$ cat src/rtl/perceptron_pkg.sv
// Shared perceptron definitions: datapath width, default MAC latency, sequencer
// state encoding and a signed-positive helper used for the step activation.
package perceptron_pkg;

  localparam int DATA_W          = 8;
  localparam int MAC_LAT_DEFAULT = 3;

  typedef enum logic [1:0] {
    IDLE,
    ISSUE,
    WAIT,
    DONE
  } seq_state_t;

  function automatic logic is_positive(input logic [DATA_W-1:0] v);
    return (v != '0) && !v[DATA_W-1];
  endfunction

endpackage

$ cat src/rtl/mac_sequencer_if.sv
// Load/start/result bundle of mac_sequencer. A load byte transfers on a clock
// edge where load_valid && load_ready; result/fire are valid while result_valid.
interface mac_sequencer_if;
  import perceptron_pkg::*;

  logic              load_valid;
  logic [DATA_W-1:0] load_data;
  logic              load_ready;
  logic              start;
  logic              busy;
  logic [DATA_W-1:0] result;
  logic              result_valid;
  logic              fire;

  modport master (
    output load_valid, load_data, start,
    input  load_ready, busy, result, result_valid, fire
  );

  modport slave (
    input  load_valid, load_data, start,
    output load_ready, busy, result, result_valid, fire
  );
endinterface

$ cat src/rtl/mac_seq_regfile.sv
// Byte-addressed store for bias, w0, x0, w1, x1, ... written during load;
// combinational read of the bias and the w/x pair selected by k_i.
module mac_seq_regfile
  import perceptron_pkg::*;
#(
  parameter  int N_INPUTS = 4,
  localparam int NB       = 2 * N_INPUTS + 1,
  localparam int AW       = $clog2(NB),
  localparam int KW       = (N_INPUTS > 1) ? $clog2(N_INPUTS) : 1
) (
  input  logic              clk,
  input  logic              we_i,
  input  logic [AW-1:0]     waddr_i,
  input  logic [DATA_W-1:0] wdata_i,
  input  logic [KW-1:0]     k_i,
  output logic [DATA_W-1:0] bias_o,
  output logic [DATA_W-1:0] w_o,
  output logic [DATA_W-1:0] x_o
);
  logic [DATA_W-1:0] mem_q [NB];
  logic [AW-1:0]     w_idx;
  logic [AW-1:0]     x_idx;

  // Contents are deliberately unreset; a fresh load always precedes use.
  always_ff @(posedge clk) begin
    if (we_i) mem_q[waddr_i] <= wdata_i;
  end

  assign w_idx  = AW'({k_i, 1'b1});
  assign x_idx  = w_idx + AW'(1);
  assign bias_o = mem_q[0];
  assign w_o    = mem_q[w_idx];
  assign x_o    = mem_q[x_idx];
endmodule

$ cat src/rtl/mac_sequencer.sv
// Loads bias + N weight/input pairs, then steps an external mac term by term.
// Build option MAC_SEQ_RELU_EN clamps non-positive sums to zero on result.
module mac_sequencer
  import perceptron_pkg::*;
#(
  parameter int N_INPUTS = 4,
  parameter int MAC_LAT  = MAC_LAT_DEFAULT
) (
  input  logic              clk,
  input  logic              rst_n,
  mac_sequencer_if.slave    bus,
  output logic [DATA_W-1:0] x_o,
  output logic [DATA_W-1:0] w_o,
  output logic [DATA_W-1:0] prev_o,
  input  logic [DATA_W-1:0] mac_out_i,
  output seq_state_t        dbg_state_o
);
  localparam int NB = 2 * N_INPUTS + 1;
  localparam int AW = $clog2(NB);
  localparam int KW = (N_INPUTS > 1) ? $clog2(N_INPUTS) : 1;
  localparam int CW = (MAC_LAT > 1) ? $clog2(MAC_LAT) : 1;
  localparam logic [AW-1:0] LAST_IDX  = AW'(NB - 1);
  localparam logic [KW-1:0] LAST_K    = KW'(N_INPUTS - 1);
  localparam logic [CW-1:0] LAST_WAIT = CW'(MAC_LAT - 1);

  seq_state_t        state_q;
  logic [AW-1:0]     idx_q;
  logic              loaded_q;
  logic              load_ready_q;
  logic [KW-1:0]     k_q;
  logic [CW-1:0]     wait_q;
  logic [DATA_W-1:0] acc_q, x_q, w_q, result_q;
  logic              result_valid_q, fire_q;

  logic              we;
  logic [KW-1:0]     rd_k;
  logic [DATA_W-1:0] rd_bias, rd_w, rd_x, result_d;
  logic              fire_d;

  assign we = (state_q == IDLE) && bus.load_valid && load_ready_q;
  // Outputs are registered, so the pair for the next ISSUE is read during WAIT.
  assign rd_k = (state_q == WAIT) ? k_q + KW'(1) : k_q;

  mac_seq_regfile #(.N_INPUTS(N_INPUTS)) u_regfile (
    .clk     (clk),
    .we_i    (we),
    .waddr_i (idx_q),
    .wdata_i (bus.load_data),
    .k_i     (rd_k),
    .bias_o  (rd_bias),
    .w_o     (rd_w),
    .x_o     (rd_x)
  );

  assign fire_d = is_positive(mac_out_i);
`ifdef MAC_SEQ_RELU_EN
  assign result_d = fire_d ? mac_out_i : '0;
`else
  assign result_d = mac_out_i;
`endif

  always_ff @(posedge clk) begin
    if (!rst_n) begin
      state_q        <= IDLE;
      idx_q          <= '0;
      loaded_q       <= 1'b0;
      load_ready_q   <= 1'b1;
      k_q            <= '0;
      wait_q         <= '0;
      acc_q          <= '0;
      x_q            <= '0;
      w_q            <= '0;
      result_q       <= '0;
      result_valid_q <= 1'b0;
      fire_q         <= 1'b0;
    end else begin
      result_valid_q <= 1'b0;
      case (state_q)
        IDLE: begin
          if (we) begin
            idx_q <= idx_q + AW'(1);
            if (idx_q == LAST_IDX) begin
              loaded_q     <= 1'b1;
              load_ready_q <= 1'b0;
            end
          end else if (bus.start && loaded_q) begin
            state_q <= ISSUE;
            k_q     <= '0;
            acc_q   <= rd_bias;
            x_q     <= rd_x;
            w_q     <= rd_w;
          end
        end
        ISSUE: begin
          wait_q  <= '0;
          state_q <= WAIT;
        end
        WAIT: begin
          if (wait_q == LAST_WAIT) begin
            acc_q <= mac_out_i;
            if (k_q == LAST_K) begin
              state_q        <= DONE;
              result_q       <= result_d;
              fire_q         <= fire_d;
              result_valid_q <= 1'b1;
            end else begin
              state_q <= ISSUE;
              k_q     <= k_q + KW'(1);
              x_q     <= rd_x;
              w_q     <= rd_w;
            end
          end else begin
            wait_q <= wait_q + CW'(1);
          end
        end
        DONE: begin
          state_q      <= IDLE;
          loaded_q     <= 1'b0;
          idx_q        <= '0;
          k_q          <= '0;
          load_ready_q <= 1'b1;
        end
        default: state_q <= IDLE;
      endcase
    end
  end

  assign bus.load_ready   = load_ready_q;
  assign bus.busy         = (state_q != IDLE);
  assign bus.result       = result_q;
  assign bus.result_valid = result_valid_q;
  assign bus.fire         = fire_q;
  assign x_o              = x_q;
  assign w_o              = w_q;
  assign prev_o           = acc_q;
  assign dbg_state_o      = state_q;
endmodule

$ cat src/flat_wrapper.sv
// flat-port wrapper written by rule: the top's interface ports become plain ports
module mac_sequencer_flat import perceptron_pkg::*;
#(
  parameter int N_INPUTS = 4,
  parameter int MAC_LAT  = MAC_LAT_DEFAULT
)
  (clk, rst_n, x_o, w_o, prev_o, mac_out_i, dbg_state_o, bus_load_valid, bus_load_data, bus_start, bus_load_ready, bus_busy, bus_result, bus_result_valid, bus_fire);
  mac_sequencer_if bus_i ();
  input  logic clk;
  input  logic rst_n;
  output logic [DATA_W-1:0] x_o;
  output logic [DATA_W-1:0] w_o;
  output logic [DATA_W-1:0] prev_o;
  input  logic [DATA_W-1:0] mac_out_i;
  output seq_state_t dbg_state_o;
  input wire logic [$bits(bus_i.load_valid)-1:0] bus_load_valid;
  input wire logic [$bits(bus_i.load_data)-1:0] bus_load_data;
  input wire logic [$bits(bus_i.start)-1:0] bus_start;
  output wire logic [$bits(bus_i.load_ready)-1:0] bus_load_ready;
  output wire logic [$bits(bus_i.busy)-1:0] bus_busy;
  output wire logic [$bits(bus_i.result)-1:0] bus_result;
  output wire logic [$bits(bus_i.result_valid)-1:0] bus_result_valid;
  output wire logic [$bits(bus_i.fire)-1:0] bus_fire;
  assign bus_i.load_valid = bus_load_valid;
  assign bus_i.load_data = bus_load_data;
  assign bus_i.start = bus_start;
  assign bus_load_ready = bus_i.load_ready;
  assign bus_busy = bus_i.busy;
  assign bus_result = bus_i.result;
  assign bus_result_valid = bus_i.result_valid;
  assign bus_fire = bus_i.fire;
  mac_sequencer #(.N_INPUTS(N_INPUTS), .MAC_LAT(MAC_LAT)) u_core (.clk(clk), .rst_n(rst_n), .bus(bus_i), .x_o(x_o), .w_o(w_o), .prev_o(prev_o), .mac_out_i(mac_out_i), .dbg_state_o(dbg_state_o));
endmodule
$ cat config.mk
export PLATFORM = sky130hd
export DESIGN_NAME = mac_sequencer_flat
export DESIGN_NICKNAME = d
export VERILOG_FILES = /design/src/rtl/perceptron_pkg.sv /design/src/rtl/mac_sequencer_if.sv /design/src/rtl/mac_seq_regfile.sv /design/src/rtl/mac_sequencer.sv /design/src/flat_wrapper.sv
export SDC_FILE = /design/constraint.sdc
export NUM_CORES = 1
export LEC_CHECK = 0
export ABC_AREA = 1
export CAP_MARGIN = 20
export CORE_MARGIN = 1
export CORE_UTILIZATION = 55
export CTS_CLUSTER_SIZE = 14
export DETAILED_ROUTE_END_ITERATION = 7
export HOLD_SLACK_MARGIN = 0.06
export PLACE_DENSITY_LB_ADDON = 0.08
export SLEW_MARGIN = 15
export SYNTH_ARGS = -nofsm -noshare
export SYNTH_HDL_FRONTEND = slang
export SYNTH_SLANG_ARGS = --single-unit
export TNS_END_PERCENT = 10
$ cat constraint.sdc
create_clock -name clk -period 4.1 [get_ports clk]
set_input_delay 0.82 -clock clk [delete_from_list [all_inputs] [get_ports clk]]
set_output_delay 0.82 -clock clk [all_outputs]
set_load 0.005 [all_outputs]
Run 1, cell sizes after repair:
Bar = 20 µm.
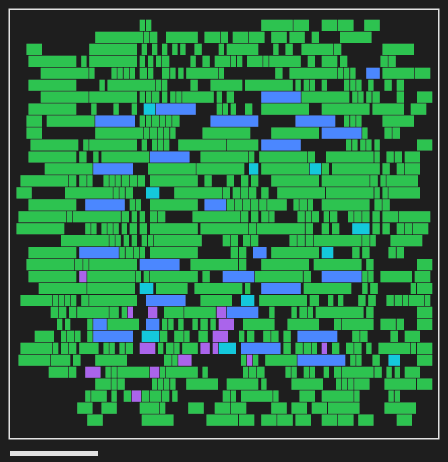
_3 and _4 cells: in cyan, cells 11. _0 and _1 cells: in green, cells 529, most used nand2_1. _2 cells: in purple, cells 15. _6 and larger: in blue, cells 26, most used clkbuf_16.

Run 1, cell placement:
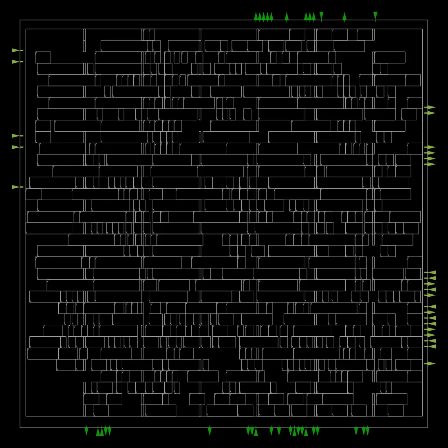
# rows: 34
Post-Layout Cell Count: 689
utilization after layout: 0.702
fillers: 646
count of sequential standard cells: 118

Run 1, sequential cells grouped by signal name:
Bar = 20 µm.
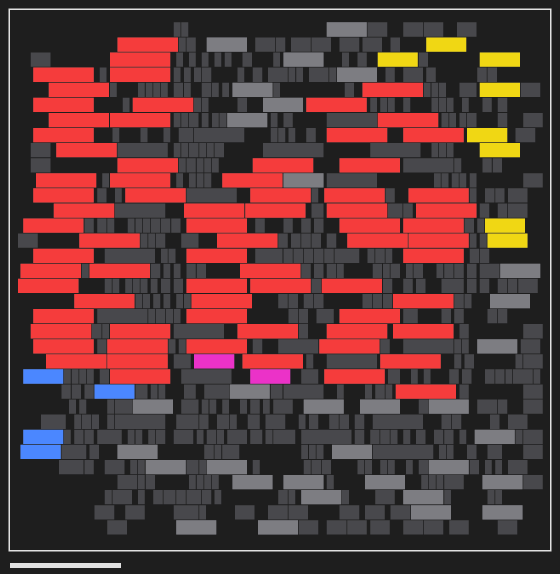
u_core.x_o: in yellow, flops 8, where top right. u_core.u_regfile.mem_q: in red, flops 72. u_core.idx_q: in blue, flops 4, where bottom left. u_core.k_q: in magenta, flops 2.
Another 32 sequential cells are not colored.

Run 1, clock distribution:
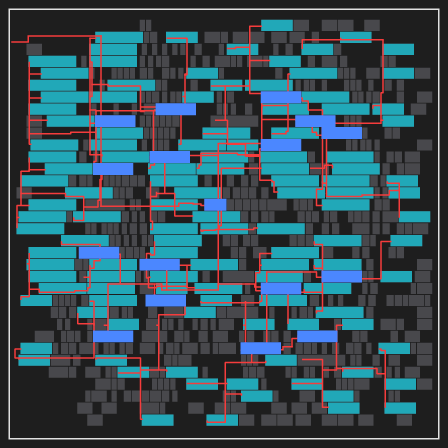
clock wires: in red, length 1,350 µm. flip-flops: in cyan, count 118. clock drivers: in blue, count 17.
There are 18 routed clock nets.

==> results.txt, run 1 <==
Notes on the physical implementation.

- STA reports the tightest min-delay check as being of type flop to flop.
- The max-slew violation count is 0, for reference.
- The final hold violation count recorded for this run is 0.
- The first-pass GRT wire length is between 15,000 and 20,000 µm, for reference.
- The final weighted congestion of routability-driven global placement is slightly below 0.9, for reference.
- The count of state elements after synthesis is between 100 and 150, for reference.
- The part of the total power dissipated in the clock network is 0.512, for reference.
- The register-to-register path setup slack is about 1.7 ns, for reference.
- After clock tree synthesis, the clock-pin slew on the worst setup and hold paths is 0.06 ns.
- The report lists the cells along the critical path as nor2_1 -> inv_1 -> clkdlybuf4s50_1.
- The area share of and-or/or-and cells after synthesis is 0.0793, for reference.
- For this run the detailed placement stage logged an HPWL of 7430 µm.
- The report lists the power per cell area as about 460 nW/µm².
- Internal power comes to 2.22 mW.
- The sequential-cell power consumption is 1.29 mW, for reference.
- The share of flip-flops with an asynchronous set or reset is 0, for reference.
- The period utilization is 0.646, for reference.
- The number of gates resized after CTS is 0, for reference.
- The endpoint of the worst hold path is reported as u_core.bus.fire.
- The family of cells with the greatest summed delay on the critical path is flip-flops, for reference.
- The met1 layer usage reported by global route is 0.313, for reference.
- The highest routing layer actually used is met4, for reference.
- The synthesis-to-layout area growth is 23.0%, for reference.
- Across the whole layout, storage elements account for between 3000 and 4000 µm².
- The startpoint identified for the worst register-to-register timing path is u_core.dbg_state_o[1].
- TritonCTS built the clock tree.
- The sequential group share of total power is 0.455, for reference.
- In the layout the commonest cells are sky130_fd_sc_hd__nand2_1, sky130_fd_sc_hd__edfxtp_1, sky130_fd_sc_hd__nand3_1.
- The area fraction in full adders, half adders and majority gates is 0.0175, for reference.
- Leaving out the clock tree, the finished layout contains an inverter count of 67.
- The routed wire length on met3 is 694 µm, for reference.
- Detailed routing inserted a total of ~3,700 vias.
- The maximum buffer depth of the clock tree is 2, for reference.
- The worst path meets setup with 1.45 ns of slack.
- Setup repair after global routing left no endpoint under its margin.
- The number of top-level design ports is 58, for reference.
- In this run the full chip footprint comes out at 9480 µm².
- Entering global routing, the biggest net connects 34 pins.
- The plain and repair buffers instantiated in the layout total 58.
- The port buffer count is 57, for reference.
- The slew of the pin with the lowest slew margin is 1.07 ns, for reference.
- The count of cell instances traversed by the critical path is 3, for reference.
- Wires add up to 11,100 µm.
- The warning tally printed by Yosys for this design is 0.
- The number of antenna violations at the first check in global routing is 0.
- The vertical die dimension reported for this design is 97.4 µm.
- CTS placed an instance of sky130_fd_sc_hd__clkbuf_8 at the clock tree root.
- The synth_stat.txt file lists the number of cells as 510.
- Summed over all combinational cells, the power is 0.0933 mW.
- The capturing instance or port of the critical path is bus_busy, for reference.
- The number of instances in the placed design is 657, for reference.
- In the synthesized netlist, the number of instances is 510.
- The mean instance size in the synthesized netlist is 9.81 µm², for reference.
- Of the total power, combinational logic draws 0.033.
- Warnings raised by the tools during the run amount to 29.
- The final count of negative-setup-slack endpoints is 0, for reference.
- Data on the critical path arrives at its endpoint at 1.83 ns.
- For reference, the top cells by area after synthesis are sky130_fd_sc_hd__edfxtp_1, sky130_fd_sc_hd__dfxtp_1, sky130_fd_sc_hd__nand3_1, sky130_fd_sc_hd__nand2_1, sky130_fd_sc_hd__o21ai_0.
- Clock tree synthesis inserted a total of 17 buffers.
- In the per-layer breakdown of the detailed-route log, met1 shows 4750 µm.
- Dividing the detail-routed wire length by the instance count gives 16.1 µm.
- The critical path startpoint is u_core.dbg_state_o[1], for reference.
- The iteration count recorded for the first detailed-route pass is 5.
- Prior to clock tree synthesis, the placed netlist has a worst setup slack of 1.23 ns.
- The flip-flop and latch share of the layout cell area is 0.501, for reference.
- The number of diodes added for antenna fixing is 0, for reference.
- The switching power as a share of total power is 0.215, for reference.
- After routing, the total negative slack on setup checks comes to 0 ns.
- For reference, the top cells by count after synthesis are sky130_fd_sc_hd__nand2_1, sky130_fd_sc_hd__edfxtp_1, sky130_fd_sc_hd__nand3_1.
- The tally of clock buffers in the finished layout is 19, for reference.
- Counting only logic cells after layout, the most numerous master is sky130_fd_sc_hd__nand2_1.
- In this run the most critical hold path is launched from u_core.bus.fire.
- The share of synthesized area in the top cell type comes to 0.432.
- The DRC violation count after routing is 0, for reference.
- Per the OpenROAD power report, leakage power amounts to 2.47 nW.
- Measured on the final layout, the clock distribution area share stands at 0.0958.
- The met3 usage is 0.0590, for reference.
- Looking at the clock tree report, the H-tree level count equals 4.
- Overall routing resource usage recorded by global route was 0.247.
- The layout summary lists the proportion of cells stronger than drive strength 1 as 0.0895.
- The maximum resistive drop on vdd is 0.265 mV, for reference.
- Looking at the critical path, the single cell with the biggest stage delay is sky130_fd_sc_hd__dfxtp_1.
- The stage delay of the slowest cell on the critical path is 0.59 ns, for reference.
- In the final run the clock tree shows a worst skew of 0.00969 ns.
- The largest register by flop count is u_core.u_regfile.mem_q, for reference.
- The number of flops mapped to enable cells by yosys is between 70 and 80, for reference.
- The tap cell instance count is roughly 110, for reference.
- For this run the aggregate overflow at the end of global routing stands at 0.
- Across all checked pins, the minimum headroom to the slew limit is 0.279.
- The via count of the first global-routing pass was 3,638.
- Of the total synthesized cell area, the portion taken by XOR and XNOR cells is 0.
- The skew report gives the latency at the later pin of the worst-skew pair as 0.51 ns.
- The number of maximum-capacitance constraint violations is 0, for reference.
- The run finished with clean final reports.
- The core region area is 8760 µm², for reference.
- The routed design uses around 5300 µm of met2 wire.
- Ranked by total area, the top cell class in this layout is sequential cells.
- The proportion of cell area occupied by multi-input gates is 0.246, for reference.
- The routing layer with the top usage in global route is met2, for reference.
- Measured against the total synthesized area, the mux share comes to 0.
- The group drawing the most power is the clock network, for reference.
Run 1, wiring heat map:
The die is cut into 19 by 19 equal tiles; dark blue is low, red is high, scaled to the fullest tile. Values are wire area over tile area, all layers added.
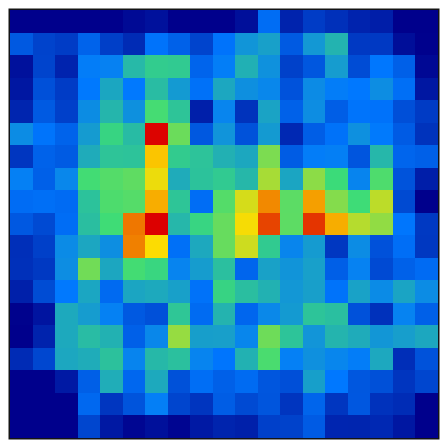

==> run 2: changes to the inputs <==
- CORE_UTILIZATION: 55 -> 50
- clock period: 4.1 -> 2.35 ns (I/O delays scaled with it)
Run 2, wiring heat map:
The die is cut into 20 by 20 equal tiles; dark blue is low, red is high, scaled to the fullest tile. Values are wire area over tile area, all layers added.
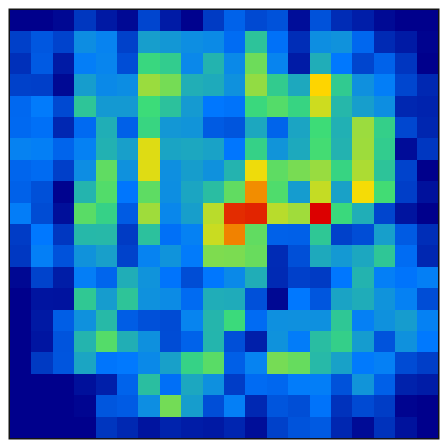
The densest ninth of the die: middle. 8.5% of the tiles are nearly empty. The emptiest ninth of the die: bottom left.

==> results.txt, run 2 <==
Notes on the physical implementation.

- The multiplexer share of the synthesized area came to 0 (unchanged).
- The DRC violation count after routing came to 0 (unchanged).
- The routing layer with the top usage in global route is met2, for reference.
- The number of diodes added for antenna fixing is 0 (unchanged), for reference.
- The maximum buffer depth of the clock tree is 2 (unchanged), for reference.
- The logic gate share of total power is 0.034 (about the same), for reference.
- The run finished with clean final reports.
- The report lists the cells along the critical path as nor2_1 -> inv_1 -> clkdlybuf4s50_1.
- Per the timing report, the most critical flop-to-flop path originates at u_core.dbg_state_o[0].
- The combinational cell power came to 0.169 mW (+81%).
- The group drawing the most power is the clock network, for reference.
- The count of filler cells inserted in the layout came to 819 (+27%).
- The number of top-level design ports is 58 (unchanged).
- The flip-flop and latch share of the layout cell area is 0.489 (-0.0123).
- The post-DP HPWL was 7680 µm (+3.4%).
- The arrival time at the worst endpoint is 1.69 ns (-0.14 ns).
- The synthesized-area fraction occupied by xor and xnor cells is 0 (unchanged).
- The switching power as a share of total power is 0.208 (-0.00674), for reference.
- The setup TNS is 0 ns (unchanged).
- The mean routed wirelength per cell came to 15.5 µm (-3.3%).
- The period utilization is 0.921, for reference.
- The minimum setup slack after placement is 0.235 ns (-0.990 ns).
- The number of non-clock buffers in the layout is 74 (+28%), for reference.
- The met1 layer usage reported by global route is 0.304 (-0.00890), for reference.
- The area growth from synthesis to layout is 26.2%.
- The port buffer count is 57 (unchanged), for reference.
- The number of instances in the placed design was 698 (+6.2%).
- The sequential group share of total power is 0.455 (about the same), for reference.
- The highest routing layer actually used is met4, for reference.
- The number of antenna violations at the first check in global routing is 0 (unchanged), for reference.
- The sequential-cell power consumption is 2.25 mW (+74%), for reference.
- Among all flip-flop cells after synthesis, the most frequent one is sky130_fd_sc_hd__edfxtp_1.
- The total internal power is 3.91 mW (+76%), for reference.
- The overall die height is 102 µm (+4.8%), for reference.
- For this design, the slowest cell found on the critical path is sky130_fd_sc_hd__dfxtp_1.
- The floorplan row count was 36 (+5.9%).
- The final clock skew is 0.00444 ns (-0.00525 ns).
- The share of flip-flops with an asynchronous set or reset is 0 (unchanged).
- The final weighted congestion of routability-driven global placement was 0.862 (-0.81%).
- The fraction of the core area covered by cells at the end of the flow is 0.649 (-0.0535), for reference.
- Counting instances in the post-synthesis netlist gives the leading cell types as sky130_fd_sc_hd__nand2_1, sky130_fd_sc_hd__edfxtp_1, sky130_fd_sc_hd__nand3_1.
- The top cell types in the final layout, fill and taps aside, are sky130_fd_sc_hd__nand2_1, sky130_fd_sc_hd__edfxtp_1, sky130_fd_sc_hd__nand3_1.
- The share of layout cells above drive strength 1 is 0.116 (+0.0261), for reference.
- The remaining global-route overflow is 0 (unchanged).
- The max-slew violation count is 0 (unchanged), for reference.
- The critical path startpoint is u_core.dbg_state_o[0], for reference.
- The total number of H-tree levels is 4 (unchanged), for reference.
- The maximum number of pins on one net before global-route repair is 25 (-26%), for reference.
- The overall chip area is 10,400 µm² (+9.8%).
- The portion of the layout cell area used by clock cells is 0.0942 (-0.00160).
- The worst max-slew margin expressed relative to the limit was 0.671 (+0.392).
- The total number of vias came to 3,808 (+1.9%).
- The total clock buffers created by CTS is 17 (unchanged), for reference.
- The number of maximum-capacitance constraint violations is 0 (unchanged), for reference.
- The number of buffer and inverter stages on the critical path is 2, for reference.
- The area fraction in full adders, half adders and majority gates came to 0.0175 (unchanged).
- The number of gates resized after CTS was 0 (unchanged).
- The total leakage power is 2.55 nW (+3.1%), for reference.
- The count of flip-flops and latches is 118 (unchanged), for reference.
- The via count of the first global-routing pass was 3,762 (+3.4%).
- The setup path with the least slack is of type flop to output pin.
- The area share of and-or/or-and cells after synthesis is 0.0793 (unchanged).
- The first-pass GRT wire length is 18,300 µm (+3.2%).
- The buffer type at the clock tree root is sky130_fd_sc_hd__clkbuf_8, for reference.
- The wire length on met1 is 4870 µm (+2.6%).
- The number of ordinary inverters in the final layout is 67 (unchanged), for reference.
- The final cell count without fillers is 730 (+6.0%), for reference.
- The area of the mapped netlist is around 5000 µm², for reference.
- The worst hold path terminates at u_core.bus.fire.
- The total length of routed met2 wires is 5540 µm (+5.4%).
- The count of mapped cells out of synthesis was 510 (unchanged).
- The register-to-register path setup slack is 0.26 ns (-1.41 ns).
- The number of flops mapped to enable cells by yosys was 72 (unchanged).
- The routed wire length on met3 was 682 µm (-1.7%).
- The least setup slack across all paths after layout was 0.187 ns (-1.27 ns).
- The detailed-routing iteration count for the pre-antenna-repair pass is 5 (unchanged), for reference.
- Counting flops per register, the top entry is u_core.u_regfile.mem_q.
- The tally of clock buffers in the finished layout is 17 (-2), for reference.
- The type of the most critical hold path is flop to flop, for reference.
- The slew of the pin with the lowest slew margin is 0.493 ns (-0.581 ns).
- The number of OpenROAD warnings is 29 (unchanged), for reference.
- The core region area is 9730 µm² (+11%), for reference.
- The area taken by flip-flops and latches was 3080 µm² (about the same).
- The main area contributors are sky130_fd_sc_hd__edfxtp_1, sky130_fd_sc_hd__dfxtp_1, sky130_fd_sc_hd__nand3_1, sky130_fd_sc_hd__nand2_1, sky130_fd_sc_hd__o21ai_0.
- The maximum resistive drop on vdd is 0.510 mV (+92%), for reference.
- The global-route total usage across every layer is 0.242 (-0.00559), for reference.
- The startpoint of the most critical hold path is u_core.bus.fire, for reference.
- The part of the total power dissipated in the clock network is 0.511 (about the same), for reference.
- The tap cell instance count is 133 (+23%), for reference.
- The met3 usage is 0.0595 (+0.000515), for reference.
- The power density relative to cell area was 783 nW/µm² (+70%).
- The capturing instance or port of the critical path is bus_busy, for reference.
- The proportion of cell area occupied by multi-input gates is 0.239 (-0.00614).
- The count of cell instances traversed by the critical path is 3 (unchanged), for reference.
- The source-to-sink clock delay at the later pin of the worst-skew pair is 0.51 ns (about the same), for reference.
- The count of multi-input combinational gates is a little over 300, for reference.
- The CTS clock-pin slew for the worst setup and hold paths came to 0.06 ns (about the same).
- The stage delay of the slowest cell on the critical path came to 0.49 ns (-0.10 ns).
- The count of state elements after synthesis is 118 (unchanged), for reference.
- In this design, the largest share of critical-path delay is due to buffers and inverters.
- Looking at the area split, the leading class of cells is sequential cells.
- The TritonCTS clock tree is done, for reference.
- The number of failing hold endpoints at the final stage was 0 (unchanged).
- Setup repair after global routing left no endpoint under its margin.
- The multi-input combinational cells in the finished layout cover a total of 1510 µm².
- The number of cells in the yosys synthesis report is 510 (unchanged), for reference.
- The dominant logic cell type in the layout is sky130_fd_sc_hd__nand2_1, for reference.
- The warning count from the yosys run was 0 (unchanged).
- Once the clock tree was built, the setup fixing pass inserted 0 buffers.
- The final count of negative-setup-slack endpoints is 0 (unchanged), for reference.
- The final routed wirelength across all metal layers is 11,300 µm (+2.4%).
Run 2, clock distribution:
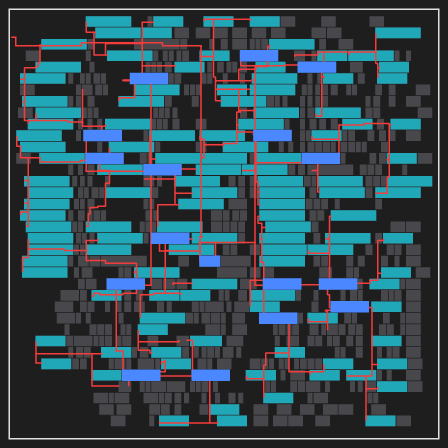

==> run 3: changes to the inputs <==
- HOLD_SLACK_MARGIN: 0.06 -> 0.1
- SYNTH_HIERARCHICAL: default -> 1
Run 3, clock distribution:
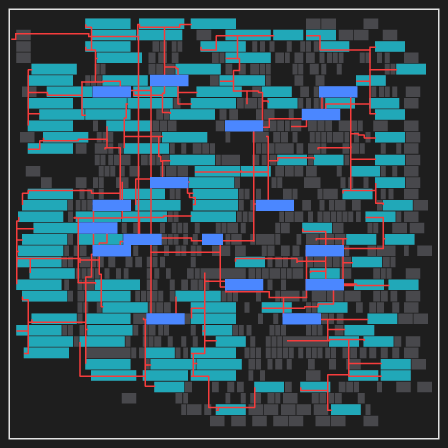
Insertion Delay late pin: 0.50 ns
Clock Skews: 0.00597 ns
reported clock group power: 2.63 mW
share of power burned in the clock network: 0.520

==> results.txt, run 3 <==
Notes on the physical implementation.

- The run finished with clean final reports.
- Per the log, the first TritonRoute iteration ended with a DRC count of 202.
- The synthesis-to-layout area growth is 27.9%, for reference.
- The met3 usage is 0.0515 (-0.00798), for reference.
- The setup TNS is 0 ns (unchanged), for reference.
- The number of buffer and inverter stages on the critical path is 3 (+1), for reference.
- The final cell count without fillers is 781 (+7.0%), for reference.
- The sequential group share of total power is 0.444 (-0.011).
- The initial core utilization is 0.517, for reference.
- On met2, the global router reports a usage of 0.363.
- STA shows the worst min-delay path finishing at u_core/bus.result[5].
- STA puts the critical path data required time at 1.88 ns.
- The highest metal layer carrying signal wires in the routed design is met4.
- The register-to-register path setup slack was 0.26 ns (about the same).
- The depth of the most critical reg-to-reg path is 13, for reference.
- The wire length on met1 is 5630 µm (+16%), for reference.
- The number of ordinary inverters in the final layout came to 81 (+21%).
- The area of the mapped netlist came to 5060 µm² (+1.1%).
- Ranked by total area, the top cell class in this layout is sequential cells.
- The DRC violation count after routing is 0 (unchanged), for reference.
- The top cell types in the final layout, fill and taps aside, are sky130_fd_sc_hd__nand2_1, sky130_fd_sc_hd__inv_1, sky130_fd_sc_hd__edfxtp_1.
- The remaining global-route overflow is 0 (unchanged), for reference.
- The number of OpenROAD warnings was 27 (-6.9%).
- The group drawing the most power is the clock network, for reference.
- The area share of and-or/or-and cells after synthesis came to 0.0636 (-0.0157).
- STA reports the tightest min-delay check as being of type flop to flop.
- The worst max-slew margin expressed relative to the limit came to 0.666 (-0.00435).
- The netlist uses 27 different library cells.
- Yosys reports that the most numerous cell types are sky130_fd_sc_hd__nand2_1, sky130_fd_sc_hd__inv_1, sky130_fd_sc_hd__edfxtp_1.
- The detail-routed via count per cell is 5.06, for reference.
- The core region area was 9770 µm² (+0.46%).
- The final count of negative-setup-slack endpoints is 0 (unchanged), for reference.
- The maximum buffer depth of the clock tree was 2 (unchanged).
- The footprint of the multi-input gates came to 1570 µm² (+3.9%).
- The period utilization was 0.940 (+0.0195).
- The number of flip-flops under the largest register name is 72, for reference.
- The combinational cell power came to 0.178 mW (+5%).
- The number of diodes added for antenna fixing was 0 (unchanged).
- STA classifies the critical path startpoint as a flop.
- The number of top-level design ports is 58 (unchanged), for reference.
- TritonCTS built the clock tree.
- The count of mapped cells out of synthesis is 557 (+9.2%).
- The port buffer count is 57 (unchanged), for reference.
- The portion of the layout cell area used by clock cells is 0.0938 (-0.000325).
- The count of filler cells inserted in the layout is 782 (-4.5%).
- The largest register by flop count is u_core/u_regfile/mem_q, for reference.
- The tap cell instance count is 133 (unchanged).
- Of all the cell area in the finished design, non-clock buffers hold 0.114.
- The synthesized-area fraction occupied by xor and xnor cells was 0 (unchanged).
- The switching power as a share of total power is 0.221 (+0.0127), for reference.
- The count of cell instances traversed by the critical path was 4 (+1).
- The area fraction of the largest cell type after synthesis is 0.428.
- The worst setup path is of the flop to output pin kind.
- The number of non-clock buffers in the layout came to 79 (+6.8%).
- The arrival time at the worst endpoint is 1.74 ns (+0.05 ns), for reference.
- The floorplan row count is 36 (unchanged), for reference.
- The kind of capture point of the worst setup path is an output pin, for reference.
- The instance area at placement is roughly 5900 µm², for reference.
- The power density relative to cell area came to 781 nW/µm² (-0.26%).
- The detailed-routing iteration count for the pre-antenna-repair pass is 5 (unchanged), for reference.
- The global-route total usage across every layer came to 0.240 (-0.00143).
- The post-CTS setup repair buffer count is 0 (unchanged), for reference.
- The number of maximum-capacitance constraint violations is 0 (unchanged).
- The cell sequence reported for the critical path is buf_4 -> nor2_2 -> inv_2 -> clkdlybuf4s50_1.
- The sequential-cell power consumption came to 2.24 mW (about the same).
- The total number of vias was 3,955 (+3.9%).
- The overall chip area is 10,500 µm² (+1.1%), for reference.
- Counting only logic cells after layout, the most numerous master is sky130_fd_sc_hd__nand2_1.
- The buffer type at the clock tree root is sky130_fd_sc_hd__clkbuf_8, for reference.
- Hold is met by 0.445 ns.
- The yosys synthesis chip area is about 5100 µm², for reference.
- The total number of H-tree levels is 4 (unchanged), for reference.
- For this run, the top clock speed supported by timing is 0.453 GHz.
- According to the timing report, the critical path is launched from u_core/dbg_state_o[0].
- The routed wire length on met3 is 647 µm (-5.1%), for reference.
- Summing internal, switching and leakage power gives 5.05 mW.
- The count of multi-input combinational gates came to 338 (+10%).
- The tally of clock buffers in the finished layout is 17 (unchanged), for reference.
- The warning count from the yosys run is 6 (+6), for reference.
- The stage delay of the slowest cell on the critical path came to 0.45 ns (-0.04 ns).
- The number of nets in the final layout is 661, for reference.
- The slew of the pin with the lowest slew margin is 0.500 ns (+0.00734 ns), for reference.
- The met1 layer usage reported by global route is 0.339 (+0.0357), for reference.
- The minimum setup slack after placement is 0.169 ns (-0.0656 ns), for reference.
- The final weighted congestion of routability-driven global placement is 0.887 (+3.0%), for reference.
- A synthesized cell averages 9.08 µm².
- The startpoint identified for the worst hold timing path is u_core/bus.result[5].
- The max-slew violation count is 0 (unchanged), for reference.
- The power spent charging and discharging nets is between 1 and 1.5 mW, for reference.
- The flip-flop and latch share of the layout cell area is 0.477 (-0.0119), for reference.
- The number of hold buffers added after CTS was 0.
- The number of failing hold endpoints at the final stage is 0 (unchanged), for reference.
- The number of gates resized after CTS is 0 (unchanged), for reference.
- The number of flops mapped to enable cells by yosys is 72 (unchanged).
- The total length of routed met2 wires came to 5070 µm (-8.6%).
- The total leakage power is 2.64 nW (+3.7%), for reference.
- The fraction of the core area covered by cells at the end of the flow is 0.662 (+0.0129).
- The width of the die is 103 µm, for reference.
- Setup repair after global routing left no endpoint under its margin.
- The multiplexer share of the synthesized area is 0 (unchanged), for reference.
- The final standard cell area without fillers is 6470 µm², for reference.
- The number of antenna violations at the first check in global routing came to 0 (unchanged).
- The maximum resistive drop on vdd is 0.626 mV (+23%).
- Of the synthesized area, sequential elements account for 0.610.
- The worst hold path passes through 2 cells.
- The CTS clock-pin slew for the worst setup and hold paths is 0.06 ns (about the same), for reference.
- The area fraction in full adders, half adders and majority gates is 0.0148 (-0.00267), for reference.
- The via count of the first global-routing pass is 3,660 (-2.7%), for reference.
- Counting every net in the synthesized netlist gives 583.
- The proportion of cell area occupied by multi-input gates was 0.243 (+0.00335).
- The total internal power was 3.93 mW (+0.55%).
- The most critical setup path has its endpoint at bus_busy.
- The mean routed wirelength per cell was 14.7 µm (-5.4%).
- The overall die height came to 103 µm (+0.55%).
- The share of layout cells above drive strength 1 is 0.113 (-0.00292), for reference.
- The largest individual stage delay along the critical path comes from the cell sky130_fd_sc_hd__clkdlybuf4s50_1.
- The area taken by flip-flops and latches is 3080 µm² (about the same).
- The fraction of the mapped netlist area in simple logic gates is 0.232, for reference.
- The least setup slack across all paths after layout is 0.141 ns (-0.0459 ns).
- The logic gate share of total power is 0.035 (about the same), for reference.
- The number of instances in the placed design is 749 (+7.3%), for reference.
- The count of state elements after synthesis was 118 (unchanged).
- The main logic family after synthesis is simple AND/OR/NAND/NOR gates, for reference.
- The count of flip-flops and latches came to 118 (unchanged).
- The total number of clock tree sinks is approximately 120, for reference.
- The post-DP HPWL came to 7980 µm (+3.8%).
- The family of cells with the greatest summed delay on the critical path is buffers and inverters, for reference.
- The endpoint of the worst-slack reg-to-reg timing path is u_core/x_o[6], for reference.
- Max fanout on the critical path was recorded as 6.
- The launch point of the worst reg-to-reg path is u_core/dbg_state_o[0], for reference.
- Of all cell types, the one taking the most synthesized area is sky130_fd_sc_hd__edfxtp_1.
- By area the synthesized netlist is led by sky130_fd_sc_hd__edfxtp_1, sky130_fd_sc_hd__dfxtp_1, sky130_fd_sc_hd__nand2_1, sky130_fd_sc_hd__inv_1, sky130_fd_sc_hd__nor2_1.
- The share of flip-flops with an asynchronous set or reset was 0 (unchanged).
- The final routed wirelength across all metal layers was 11,500 µm (+1.2%).
- The most frequently used flop master after synthesis is sky130_fd_sc_hd__edfxtp_1, for reference.
- The total clock buffers created by CTS is 17 (unchanged), for reference.
- The first-pass GRT wire length is 18,500 µm (+1.2%), for reference.
- The number of cells in the yosys synthesis report is 557 (+9.2%), for reference.
- The maximum number of pins on one net before global-route repair is 33 (+32%), for reference.
- Looking at the global route congestion table, the highest-usage layer is met2.
Power figures rest on the tool's default switching activity, not on a simulated workload.
